### src/rtl/pipe_stage_elastic.sv
// Elastic pipeline-stage register with valid/ready flow control, flush and an optional
// 2-entry skid buffer. The control bundle is forced to zero whenever no valid entry is held.
module pipe_stage_elastic #(
    parameter int DATA_W = 128,
    parameter int CTRL_W = 16,
    parameter int SKID   = 1,
    parameter int CNT_W  = 16
) (
    input  logic              clk,
    input  logic              rst,
    input  logic              flush,
    input  logic              in_valid,
    output logic              in_ready,
    input  logic [CTRL_W-1:0] in_ctrl,
    input  logic [DATA_W-1:0] in_data,
    output logic              out_valid,
    input  logic              out_ready,
    output logic [CTRL_W-1:0] out_ctrl,
    output logic [DATA_W-1:0] out_data,
    output logic [1:0]        occupancy,
    output logic [CNT_W-1:0]  stall_cnt
);

    localparam logic [CNT_W-1:0] STALL_MAX = '1;
    localparam logic [CNT_W-1:0] STALL_ONE = {{(CNT_W-1){1'b0}}, 1'b1};

    logic              main_valid_q, main_valid_d;
    logic [CTRL_W-1:0] main_ctrl_q,  main_ctrl_d;
    logic [DATA_W-1:0] main_data_q,  main_data_d;
    logic              skid_valid_q, skid_valid_d;
    logic [CTRL_W-1:0] skid_ctrl_q,  skid_ctrl_d;
    logic [DATA_W-1:0] skid_data_q,  skid_data_d;
    logic              in_ready_q,   in_ready_d;
    logic [1:0]        occ_q,        occ_d;
    logic [CNT_W-1:0]  stall_q,      stall_d;
    logic              accept_s;
    logic              issue_s;

    // Without a skid slot the stage may take a new entry whenever the held one leaves this cycle.
    assign in_ready  = (SKID != 0) ? in_ready_q : (~main_valid_q | out_ready);
    assign accept_s  = in_valid & in_ready;
    assign issue_s   = main_valid_q & out_ready;

    assign out_valid = main_valid_q;
    assign out_ctrl  = main_ctrl_q;
    assign out_data  = main_data_q;
    assign occupancy = occ_q;
    assign stall_cnt = stall_q;

    // Next-state for both slots; flush wins over issue and accept.
    always_comb begin
        main_valid_d = main_valid_q;
        main_ctrl_d  = main_ctrl_q;
        main_data_d  = main_data_q;
        skid_valid_d = skid_valid_q;
        skid_ctrl_d  = skid_ctrl_q;
        skid_data_d  = skid_data_q;
        if (flush) begin
            main_valid_d = 1'b0;
            main_ctrl_d  = '0;
            skid_valid_d = 1'b0;
            skid_ctrl_d  = '0;
        end else if (issue_s) begin
            if (skid_valid_q) begin
                main_valid_d = 1'b1;
                main_ctrl_d  = skid_ctrl_q;
                main_data_d  = skid_data_q;
                skid_valid_d = 1'b0;
                skid_ctrl_d  = '0;
            end else if (accept_s) begin
                main_valid_d = 1'b1;
                main_ctrl_d  = in_ctrl;
                main_data_d  = in_data;
            end else begin
                main_valid_d = 1'b0;
                main_ctrl_d  = '0;
            end
        end else if (accept_s) begin
            if (main_valid_q && (SKID != 0)) begin
                skid_valid_d = 1'b1;
                skid_ctrl_d  = in_ctrl;
                skid_data_d  = in_data;
            end else begin
                main_valid_d = 1'b1;
                main_ctrl_d  = in_ctrl;
                main_data_d  = in_data;
            end
        end else begin
            main_valid_d = main_valid_q;
        end
        in_ready_d = ~skid_valid_d;
        occ_d      = {1'b0, main_valid_d} + {1'b0, skid_valid_d};
    end

    // Saturating count of cycles where a valid entry is held back by downstream.
    always_comb begin
        if (main_valid_q && !out_ready && (stall_q != STALL_MAX)) begin
            stall_d = stall_q + STALL_ONE;
        end else begin
            stall_d = stall_q;
        end
    end

    // State registers with asynchronous reset.
    always_ff @(posedge clk or posedge rst) begin
        if (rst) begin
            main_valid_q <= 1'b0;
            main_ctrl_q  <= '0;
            main_data_q  <= '0;
            skid_valid_q <= 1'b0;
            skid_ctrl_q  <= '0;
            skid_data_q  <= '0;
            in_ready_q   <= 1'b1;
            occ_q        <= 2'd0;
            stall_q      <= '0;
        end else begin
            main_valid_q <= main_valid_d;
            main_ctrl_q  <= main_ctrl_d;
            main_data_q  <= main_data_d;
            skid_valid_q <= skid_valid_d;
            skid_ctrl_q  <= skid_ctrl_d;
            skid_data_q  <= skid_data_d;
            in_ready_q   <= in_ready_d;
            occ_q        <= occ_d;
            stall_q      <= stall_d;
        end
    end

endmodule
### config.mk
export PLATFORM = sky130hd
export DESIGN_NAME = pipe_stage_elastic
export DESIGN_NICKNAME = d
export VERILOG_FILES = /design/src/rtl/pipe_stage_elastic.sv
export SDC_FILE = /design/constraint.sdc
export NUM_CORES = 1
export LEC_CHECK = 0
export ABC_AREA = 1
export CAP_MARGIN = 5
export CORE_MARGIN = 5
export CORE_UTILIZATION = 46
export CTS_CLUSTER_DIAMETER = 120
export DETAILED_ROUTE_END_ITERATION = 10
export PLACE_DENSITY = 0.78
export SYNTH_ARGS = -nofsm -noshare
export SYNTH_HDL_FRONTEND = slang
export SYNTH_SLANG_ARGS = --single-unit
### constraint.sdc
create_clock -name clk -period 10.7 [get_ports clk]
set_input_delay 1.605 -clock clk [delete_from_list [all_inputs] [get_ports clk]]
set_output_delay 1.605 -clock clk [all_outputs]
set_load 0.005 [all_outputs]
run_1/layer_met4.png
Supply wires on this layer in grey.
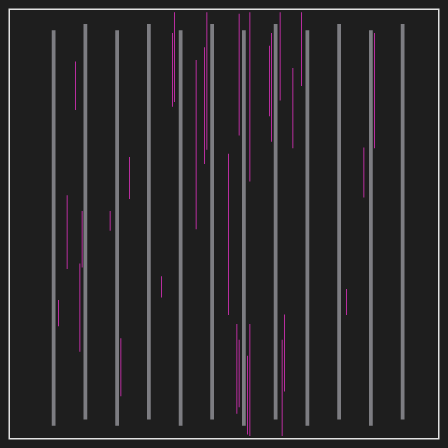
The longest straight run is 72.1 um. The layer carries 1110 um of wire. The layer holds 3.2% of the routed length. 26 nets have wire on it.
vias: 11600
DRT Wirelength: 35.0 mm

run_1/wires.png
Only two layers are drawn.
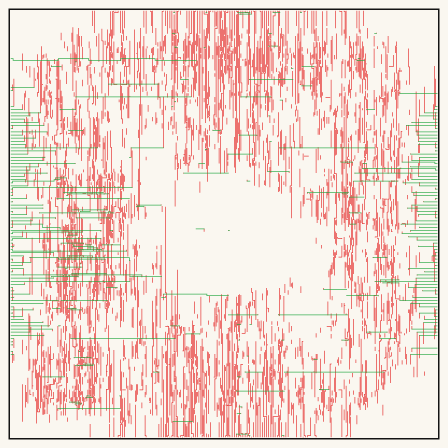
Key: metal 3 = green [wire length 2710 um]; metal 2 = red [wire length 16100 um]
Avg WL per Cell: 15.3 um
GRT Total Usage: 0.206

run_1/io_fan.png
Bar = 50 um.
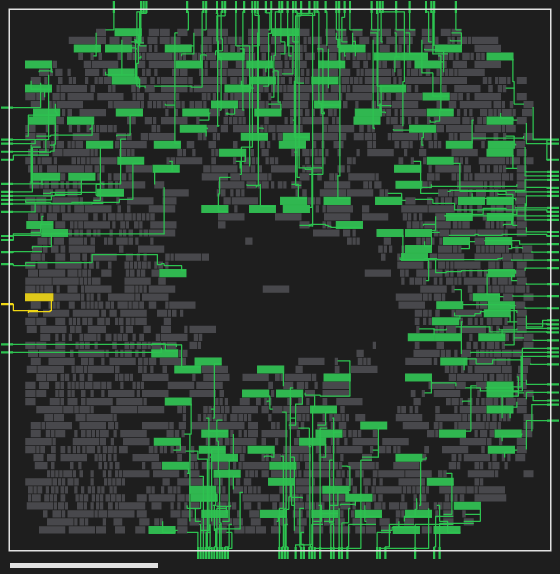
Key: out_data = green [bits 128, direction output, end cells 128, buffers 128, wire 5270 um]; in_ready = yellow [bits 1, direction output, end cells 1, buffers 1, wire 23.4 um]
Ports: 313
port bufs: 312

==> changes_impl.md, run 1 <==
## Flow update

- Status: finished clean
- GP Congestion: 0.845
- Syn_nets: 1757
- Unrepaired setup endpoints after global routing: no
- Mux share: 0
- Yosys cell count: between 1500 and 2000
- Detailed Place HPWL: between 20 and 25 mm
- Crit path max fanout: 129
- Final Max Slew Viols: 0
- Crit path to: skid_data_q[111]
- Reg2Reg Depth: 6
- Critical path arrival: between 4 and 5 ns
- Crit start category: input pin
- Synth cell types: 29
- CP Cell Sequence: clkdlybuf4s50_1 -> inv_1 -> nand3_4 -> buf_4 -> buf_4 -> o21ai_0
- Net switching power: just under 1 mW
- Top cells by area: dfrtp_1 (56%), nand2_1 (10%), o21a_1 (7.0%)
- Achievable clock frequency: approximately 220 MHz
- Setup ws final: slightly above 6 ns
- Max-cap violations: 0
- Worst-margin pin slew: roughly 1.3 ns
- Fin crit period: between 4 and 5 ns
- Dominant cell type by area after synthesis: dfrtp_1
- Largest Pwr Group: registers
- Initial DRC Count: 953
- Req. time, crit path: 11.01 ns
- CTS H-tree depth: 2
- CTS resizes: 0
- First-pass DRT Iterations: 5
- Die Ht: 183 um
- Setup violators final: 0
- Syn. warnings: 0
- Logic pwr share: 0.218
- Tcrit/Tclk final: 0.429
- Width of the chip: between 150 and 200 um
- PD cells: around 200 mW/mm2
- DP Area: 0.0170 mm2
- Nets: a little over 2000
- Area of the core: 0.0296 mm2
- Most instantiated library cell after synthesis: nand2_1
- Flop pwr share: 0.446
- Setup crit end kind: flop
- Sw Share: 0.270
- Log Warnings: 36
- Drc violations: 0
- FP Util: 0.466
- Post-route setup TNS: 0 ns
- Clock transition at path regs: ~0.060 ns
- Syn Area/Cell: approximately 8.6 um2
- Hold Path Class: flop to flop
- Ao+oa area frac: 0.192
- CTS tree: done
- Worst ir drop on vdd: between 0.0001 and 0.00015 V
- Top cell area share: 0.560
- Critical path class: input pin to flop
- Vias per Instance: just over 5
- Hold Path Origin: skid_data_q[123]
- Post-layout util: 0.616
- Hold Path End: skid_data_q[123]
- Remaining global-route overflow: 0
- Pre-CTS setup slack: around 5.7 ns
- R2r setup slk: about 7 ns
- Chip area: around 0.033 mm2
- Sink Count: just over 300
- Detail Route Antenna Nets: 0
- Static Leak: just over 8 nW
- Deepest clock path buffer count: 3
- Peak per-stage delay on the critical path: around 1 ns
- Reg-to-reg startpoint: skid_valid_q
- Post-synthesis instance total: 1607
- Critical R2R Capture: out_data[31]
- Largest net degree at the start of global routing: around 140
- Area growth from synthesis to layout: 32.2%
- Total CTS buffers: 34
- Vias in the first global route: ~11000
- Ys flops: between 300 and 400
- Dominant comb cell: AND-OR/OR-AND gates
- Post-synth EDFFs: 0
- Fin area: around 0.018 mm2
- Clock Skew: a little under 0.009 ns
- Hold_buf cts: 0
- Hold Vio Cnt, Final: 0
- Post-synth top cells: nand2_1 (383), dfrtp_1 (308), inv_1 (157)
- Slew HR: 0.155
- First-pass GRT wire length: ~58 mm
- Hold path depth: 2
- P_int: 2.65 mW
- Cell mode on critical path: buf_4
- Clk power: roughly 1.2 mW
- Clk_lat worst skew: roughly 0.50 ns
- Clock power frac: 0.336
[run 1: cell usage in the layout (no fill, tap or decap), drive strengths merged]
cell,n
clkdlybuf4s50,312
nor2,157
a31oi,1
nand2,386
clkbuf,47
a21oi,139
clkinvlp,2
dfstp,1
o31ai,4
bufinv,3
o22ai,1
o21a,128
clkinv,9
dfrtp,308
o211ai,9
nand3,30
xor2,8
buf,10
xnor2,1
inv,159
ha,1
nand4,4
o21ai,173
[run 1: stage by stage]
stage | cells | total power, mW
6_report | 2283 | 3.62
3_5_place_dp | 2222 | 2.43
3_3_place_gp | 2222 | 2.40
2_1_floorplan | 1607 | 1.94
5_1_grt | 2283 | 3.83
4_1_cts | 2283 | 3.67
[run 1: cells by family after synthesis]
group,Yosys count
and+or+nand+nor,577
adders and majority gates,1
DFF,309
AOI/OAI and AO/OA,455
xor gates and xnor gates,9
buffers and inverters,256
[run 1: layer usage]
layer	global-route usage	wire [um]
met1	0.278	15100
met2	0.324	16100
met3	0.0559	2710
met4	0.0691	1110
met5	0	0
[run 1: cell type report]
type / instances / area (um2)
inverters: 159 / 604
well taps: 390 / 488
flip-flops and latches: 309 / 7730
clock inverters: 14 / 154
multi-input cells: 1042 / 4990
fillers: 2458 / 11400
clock buffers: 47 / 1030
repair buffers: 322 / 3200
[run 1: critical path: cells and delay by family]
| family | cells | cell delay, ns |
|---|---|---|
| buffers and inverters | 4 | 2.78 |
| AND/OR/NAND/NOR | 1 | 0.17 |
| AND-OR/OR-AND | 1 | 0.24 |
[run 1: registers in the layout (all words and copies together), names as in the netlist]
| register | flops |
|---|---|
| out_valid | 1 |
| skid_ctrl_q | 16 |
| skid_valid_q | 1 |
| in_ready | 1 |
| stall_cnt | 16 |
| out_data | 128 |
| occupancy | 2 |
| out_ctrl | 16 |
| skid_data_q | 128 |
run_1/clocks.png
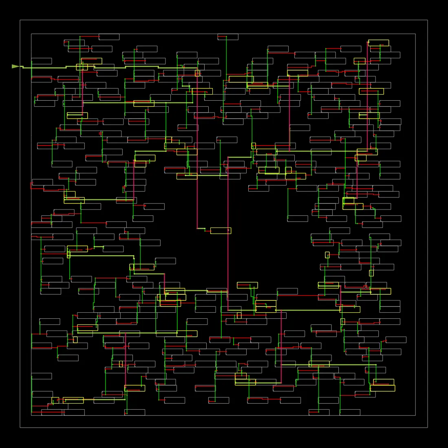

==> run 1 -> run 2 <==
==> constraint.sdc (replaced) <==
create_clock -name clk -period 3.7 [get_ports clk]
set_input_delay 0.555 -clock clk [delete_from_list [all_inputs] [get_ports clk]]
set_output_delay 0.555 -clock clk [all_outputs]
set_load 0.005 [all_outputs]
run_2/clocks.png
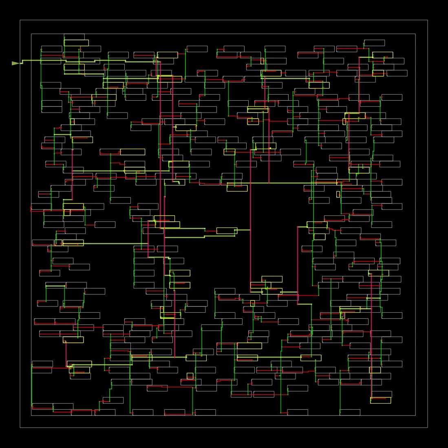
clk_lat worst skew: 0.50 ns
seq_cells: 309
Sink Count: 309
total CTS buffers: 34
clock tree buffer count of the final layout: 46

run_2/layer_met4.png
Supply wires on this layer in grey.
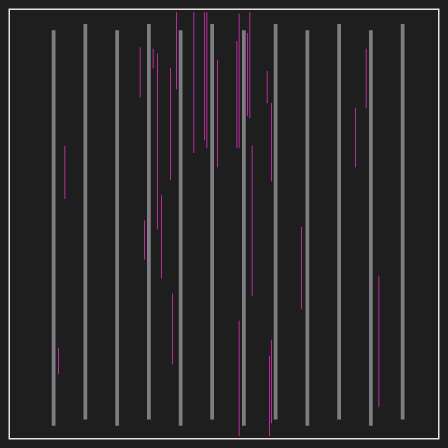
19 nets have wire on it. The longest straight run is 74.8 um. The wires run mostly vertical. The layer holds 3.0% of the routed length.
DRT Wirelength: 35.3 mm
vias: 11500

==> run 2 against run 1 <==
- routed wire length is 0.67% higher
- non-clock buffer count is 13 higher
- critical path depth increased by 1
- critical path type is now flop to flop
- largest power group unchanged
==> changes_impl.md, run 2 <==
## Flow update

- Width of the chip: ~180 um
- Fin crit period: between 2 and 2.5 ns
- Dominant cell type by area after synthesis: dfrtp_1
- Static Leak: just over 8 nW
- Final Max Slew Viols: 0
- Pwr Total: 10.7 mW
- Vias per Instance: between 5 and 6
- Ao+oa area frac: 0.192
- Yosys cell count: about 1600
- Remaining global-route overflow: 0
- Post-synth top cells: nand2_1 (383), dfrtp_1 (308), inv_1 (157)
- Worst-margin pin slew: 0.647 ns
- Unrepaired setup endpoints after global routing: no
- Max-cap violations: 0
- DP Area: 0.0172 mm2
- Die Ht: approximately 180 um
- Post-synth EDFFs: 0
- Layer with the highest usage: met2
- Slew HR: 0.568
- Syn. warnings: 0
- FP Util: 0.466
- Worst ir drop on vdd: between 0.0004 and 0.0005 V
- Nets: 2031
- Port bufs: about 310
- Area growth from synthesis to layout: 34.4%
- Reg-to-reg startpoint: skid_valid_q
- Syn_nets: 1757
- Status: finished clean
- Req. time, crit path: 4.11 ns
- Log Warnings: 31
- Clock Skew: between 0.007 and 0.008 ns
- CTS resizes: 0
- Detailed Place HPWL: 23.9 mm
- Tcrit/Tclk final: 0.671
- Post-synthesis instance total: between 1500 and 2000
- Hold Vio Cnt, Final: 0
- Met1 global-route usage: 0.279
- Deepest clock path buffer count: 3
- GP Congestion: about 0.86
- Clock transition at path regs: ~0.060 ns
- Setup crit end kind: flop
- Cell mode on critical path: inv_2
- Drc violations: 0
- CP Cell Sequence: inv_2 -> nand2_1 -> inv_2 -> nor2_4 -> buf_4 -> nor2_1 -> a21oi_1
- First-pass DRT Iterations: 8
- Avg WL per Cell: 15.4 um
- Critical R2R Capture: out_data[68]
- Ports: between 300 and 400
- Reg2Reg Depth: 7
- Fin area: 0.0185 mm2
- R2r setup slk: approximately 1.2 ns
- Grt met3 use: 0.0448
- Most instantiated logic cells after routing: nand2_1 (383), clkdlybuf4s50_1 (312), dfrtp_1 (308), inv_1 (156), nor2_1 (154)
- Area of the core: ~0.030 mm2
- Chip area: 0.0335 mm2
- Crit start category: flop
- GRT Total Usage: 0.207
- Most instantiated library cell after synthesis: nand2_1
- First-pass GRT wire length: about 58 mm
- Top cell area share: 0.560
- Syn Area/Cell: roughly 8.6 um2
- Detail Route Antenna Nets: 0
- Clock root buffer: clkbuf_16
- Top Family by Delay on Critical Path: buffers and inverters
- Met2 GRT Util: 0.338
- Critical path class: flop to flop
- Initial DRC Count: 762
- Top cells by area: dfrtp_1 (56%), nand2_1 (10%), o21a_1 (7.0%)
- Synth cell types: 29
- Peak per-stage delay on the critical path: about 0.61 ns
- Vias in the first global route: ~12000
- Worst path buffer plus inverter count: 3
- Critical path arrival: 2.90 ns
- Filler cells: roughly 2400
run_2/detail.png
Bar = 10 um. Region (77, 77) to (107, 107) um. Cells in grey, sequential cells in the stronger grey; small squares are vias.
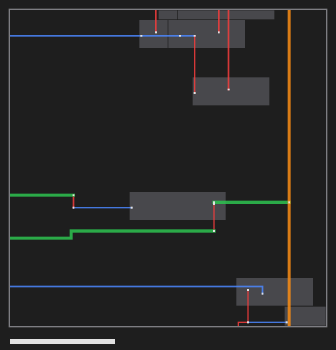
Key: metal 1 = blue; metal 2 = red; metal 3 = green; metal 4 = orange
6 logic cells have their middle in the window. Sequential cells in the window: 0. Most frequent: buf_12 (4), clkbuf_16 (1), buf_4 (1).

-- run 2: area by class of cell --
type / instances / area [um2] / share of cell area
Antenna cell: 1 / 2.50 / 0.000135
Clock buffer: 46 / 1010 / 0.0546
Clock inverter: 13 / 249 / 0.0135
Inverter: 159 / 601 / 0.0325
Multi-Input combinational cell: 1042 / 4990 / 0.270
Sequential cell: 309 / 7730 / 0.418
Tap cell: 390 / 488 / 0.0264
Timing Repair Buffer: 335 / 3430 / 0.186
-- run 2: worst max path at each step --
stage,end,cells past startpoint,from
final,out_data[68],7,skid_valid_q
after global routing,out_data[14],7,skid_valid_q
after CTS,out_data[68],7,skid_valid_q
after detailed placement,out_data[127],7,flush
after global placement,out_data[0],7,flush
after floorplan,occupancy[0],1,rst
-- run 2: cell families after synthesis --
logic type / after synthesis
xor gates and xnor gates: 9
and+or+nand+nor: 577
adders and majority gates: 1
DFF: 309
buffers and inverters: 256
AOI/OAI and AO/OA: 455
-- run 2: layer usage --
| layer | part of all wire | up-vias | routed length, um |
|---|---|---|---|
| met5 | 0 | - | 0 |
| met4 | 0.030 | 0 | 1070 |
| met3 | 0.070 | 66 | 2450 |
| met2 | 0.47 | 344 | 16700 |
| met1 | 0.43 | 5410 | 15000 |
| li1 | - | 5717 | - |
-- run 2: through the flow --
stage / setup WS (ns) / utilization / instances
detailed placement: 0.760 / 0.583 / 2235
finish: 1.22 / 0.626 / 2295
CTS: 1.23 / 0.626 / 2294
global route: 1.03 / 0.626 / 2295
floorplan: -0.967 / - / 1607
global placement: 0.809 / 0.583 / 2235
-- run 2: power breakdown --
| part | switching [mW] | total (mW) | internal, mW |
|---|---|---|---|
| clock | 1.35 | 3.75 | 2.40 |
| combinational | 0.974 | 2.30 | 1.33 |
| sequential | 0.498 | 4.67 | 4.18 |
==> run 2 -> run 3 <==
--- a/config.mk
+++ b/config.mk
@@ -8,10 +8,10 @@
 export ABC_AREA = 1
 export CAP_MARGIN = 5
 export CORE_MARGIN = 5
-export CORE_UTILIZATION = 46
+export CORE_UTILIZATION = 51
 export CTS_CLUSTER_DIAMETER = 120
 export DETAILED_ROUTE_END_ITERATION = 10
-export PLACE_DENSITY = 0.78
+export PLACE_DENSITY = 0.82
 export SYNTH_ARGS = -nofsm -noshare
 export SYNTH_HDL_FRONTEND = slang
 export SYNTH_SLANG_ARGS = --single-unit
==> constraint.sdc (replaced) <==
create_clock -name clk -period 2.3 [get_ports clk]
set_input_delay 0.345 -clock clk [delete_from_list [all_inputs] [get_ports clk]]
set_output_delay 0.345 -clock clk [all_outputs]
set_load 0.005 [all_outputs]
==> run 3 against run 2 <==
- fmax is 32% higher
- cell count is 0.48% lower
- combinational power is 65% higher
- core utilization is 7.7 points higher
- clock power is 56% higher
- sequential power is 62% higher
- routed wire length is 3.2% higher
- first-iteration DRC count is 17% higher
- worst setup slack worse by 0.80 ns
- sequential share of layout area is 0.77 points lower
- global-route usage is 3.0 points higher
- non-clock buffer count is 40 higher
- largest cell class unchanged
- largest power group unchanged
==> changes_impl.md, run 3 <==
## Flow update

- Status: finished clean
- Clock root buffer: clkbuf_16
- Detail Route met3 WL: around 2.4 mm
- First-pass GRT wire length: around 61 mm
- Antenna diodes: 0
- Syn_nets: ~1800
- First-pass DRT Iterations: 5
- Clock power frac: 0.339
- Worst-margin pin slew: between 0.5 and 0.6 ns
- FP Util: 0.514
- Crit start category: flop
- Hold Vio Cnt, Final: 0
- Layer with the highest usage: met2
- Critical R2R Capture: skid_data_q[28]
- Detail Route Antenna Nets: 0
- Worst path buffer plus inverter count: 2
- Drc violations: 0
- Filler cells: between 1500 and 2000
- Comb group: ~3.8 mW
- DP Area: between 0.015 and 0.02 mm2
- Reg-to-reg startpoint: in_ready
- Remaining global-route overflow: 0
- Top cell excl fill/tap: nand2_1
- Width of the chip: 174 um
- CTS tree: done
- Most instantiated logic cells after routing: nand2_1 (383), clkdlybuf4s50_1 (312), dfrtp_1 (308), inv_1 (156), nor2_1 (154)
- Pre-CTS setup slack: approximately 0.016 ns
- Logic pwr share: 0.220
- Metal-1 WL: approximately 15 mm
- Detailed Place HPWL: about 25 mm
- Syn. warnings: 0
- Die Ht: 174 um
- Post-synth EDFFs: 0
- Fin area: about 0.019 mm2
- Chip area: a little over 0.03 mm2
- Flop pwr share: 0.440
- Most instantiated library cell after synthesis: nand2_1
- Hold Path Class: input pin to asynchronous set/reset pin
- Clock transition at path regs: 0.06 ns
- Sw Share: 0.265
- Final Max Slew Viols: 0
- Largest net degree at the start of global routing: around 110
- Peak per-stage delay on the critical path: 0.53 ns
- Vias in the first global route: around 12000
- Synth cell types: 29
- Pwr Total: approximately 17 mW
- Area of the core: roughly 0.027 mm2
- Clock Skew: a little over 0.01 ns
- Worst ir drop on vdd: between 0.0005 and 0.0006 V
- Crit path max fanout: 37
- Post-synthesis instance total: about 1600
- CTS resizes: 0
- Critical path class: flop to flop
- Slew HR: 0.604
- PD cells: 913 mW/mm2
- Initial DRC Count: approximately 900
- Grt met3 use: 0.0465
- Setup crit end kind: flop
- Static Leak: ~8.5 nW
- Sink Count: approximately 300
- Total CTS buffers: 34
- Max-cap violations: 0
- Tcrit/Tclk final: 0.820
- Top cells by area: dfrtp_1 (56%), nand2_1 (10%), o21a_1 (7.0%)
- Syn Area/Cell: 8.57 um2
- Ys flops: 309
- Post CTS Setup Buffer Count: 0
- CP Cell Sequence: nand2_1 -> inv_1 -> nand3_4 -> buf_12 -> o21ai_0
- CTS H-tree depth: 2
- Critical path arrival: about 2.3 ns
- Nets: 2071
- Yosys cell count: approximately 1600
- R2r setup slk: 0.41 ns
- Hold_buf cts: 0
- Placed Cells: around 2200
- Achievable clock frequency: about 530 MHz
- Port bufs: about 310
- DR top layer: met4
- Top cell area share: 0.560
- Finished Layout Cells: 2284
- Post-synth top cells: nand2_1 (383), dfrtp_1 (308), inv_1 (157)
- Area growth from synthesis to layout: 36.9%
- Net switching power: about 4.6 mW
- Vias per Instance: approximately 5.3
- Met2 GRT Util: 0.405
- Unrepaired setup endpoints after global routing: no
- Ports: between 300 and 400
- Met2 wire length: roughly 18 mm
- Clk power: slightly below 6 mW
- Deepest clock path buffer count: 3
- Setup violators final: 0
- Dominant cell type by area after synthesis: dfrtp_1
- Req. time, crit path: approximately 2.7 ns
- Largest Pwr Group: registers
-- run 3: stage by stage --
stage	setup TNS (ns)	hold slack, ns	utilization
2_1_floorplan	-665.44	0.444	-
3_3_place_gp	0	0.458	0.658
3_5_place_dp	0	0.470	0.658
4_1_cts	0	0.315	0.703
5_1_grt	0	0.340	0.703
6_report	0	0.327	0.703
-- run 3: how the worst max path moves through the flow --
stage	from	endpoint	slack, ns	cells past startpoint
after floorplan	rst	occupancy[0]	-2.16	1
after CTS	in_ready	out_data[100]	0.40	8
after detailed placement	out_ready	out_data[100]	0.02	9
final	in_ready	skid_data_q[28]	0.41	5
after global routing	in_ready	out_data[100]	0.29	8
after global placement	out_ready	out_data[42]	0.15	9
-- run 3: cell families (layout without fill, tap and decap cells) --
| family | count (synthesis) | in the layout | synth area share |
|---|---|---|---|
| compound gates | 455 | 455 | 0.192 |
| xor+xnor | 9 | 9 | 0.00572 |
| fa+ha+maj | 1 | 1 | 0.000909 |
| buf+inv | 256 | 592 | 0.0773 |
| flops | 309 | 309 | 0.562 |
| simple gates | 577 | 577 | 0.162 |
-- run 3: tightest hold or removal path, stage by stage --
cell,delay (ns)
clkdlybuf4s50_1,0.44
clkinvlp_4,0.17
buf_12,0.21
-- run 3: area by class of cell --
cell class / instances / area [um2] / share of cell area
Clock inverter: 6 / 155 / 0.00823
Inverter: 159 / 601 / 0.0319
Timing Repair Buffer: 375 / 3880 / 0.206
Sequential cell: 309 / 7730 / 0.410
Multi-Input combinational cell: 1042 / 4990 / 0.265
Clock buffer: 52 / 1060 / 0.0564
Tap cell: 341 / 427 / 0.0226
run_3/wires.png
Only two layers are drawn.
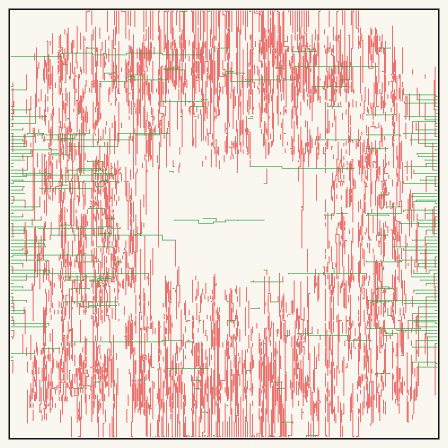
Key: metal 3 = green [wire length 2380 um]; metal 2 = red [wire length 17900 um]
GRT Total Usage: 0.237
vias: 12100
Avg WL per Cell: 15.9 um
DRT Wirelength: 36.4 mm

run_3/layer_met1.png
Supply wires on this layer in grey.
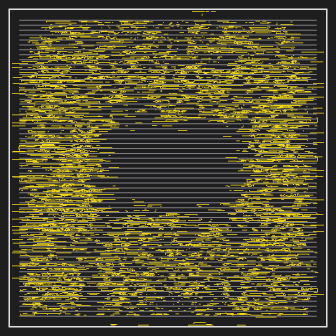
The layer holds 41% of the routed length. The wires run mostly horizontal. The longest straight run is 40.0 um. The layer carries 14900 um of wire.
met1 global-route usage: 0.301

run_3/clocks.png
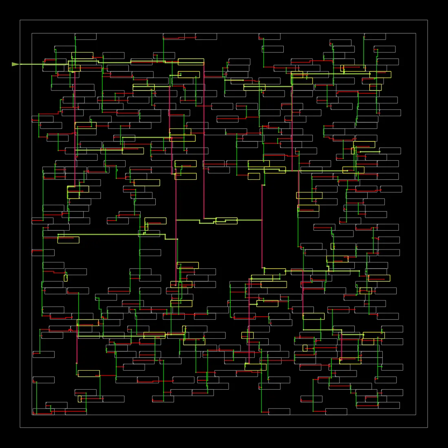
clock tree buffer count of the final layout: 52
clk_lat worst skew: 0.49 ns

Power is estimated from default activity; no workload was simulated.
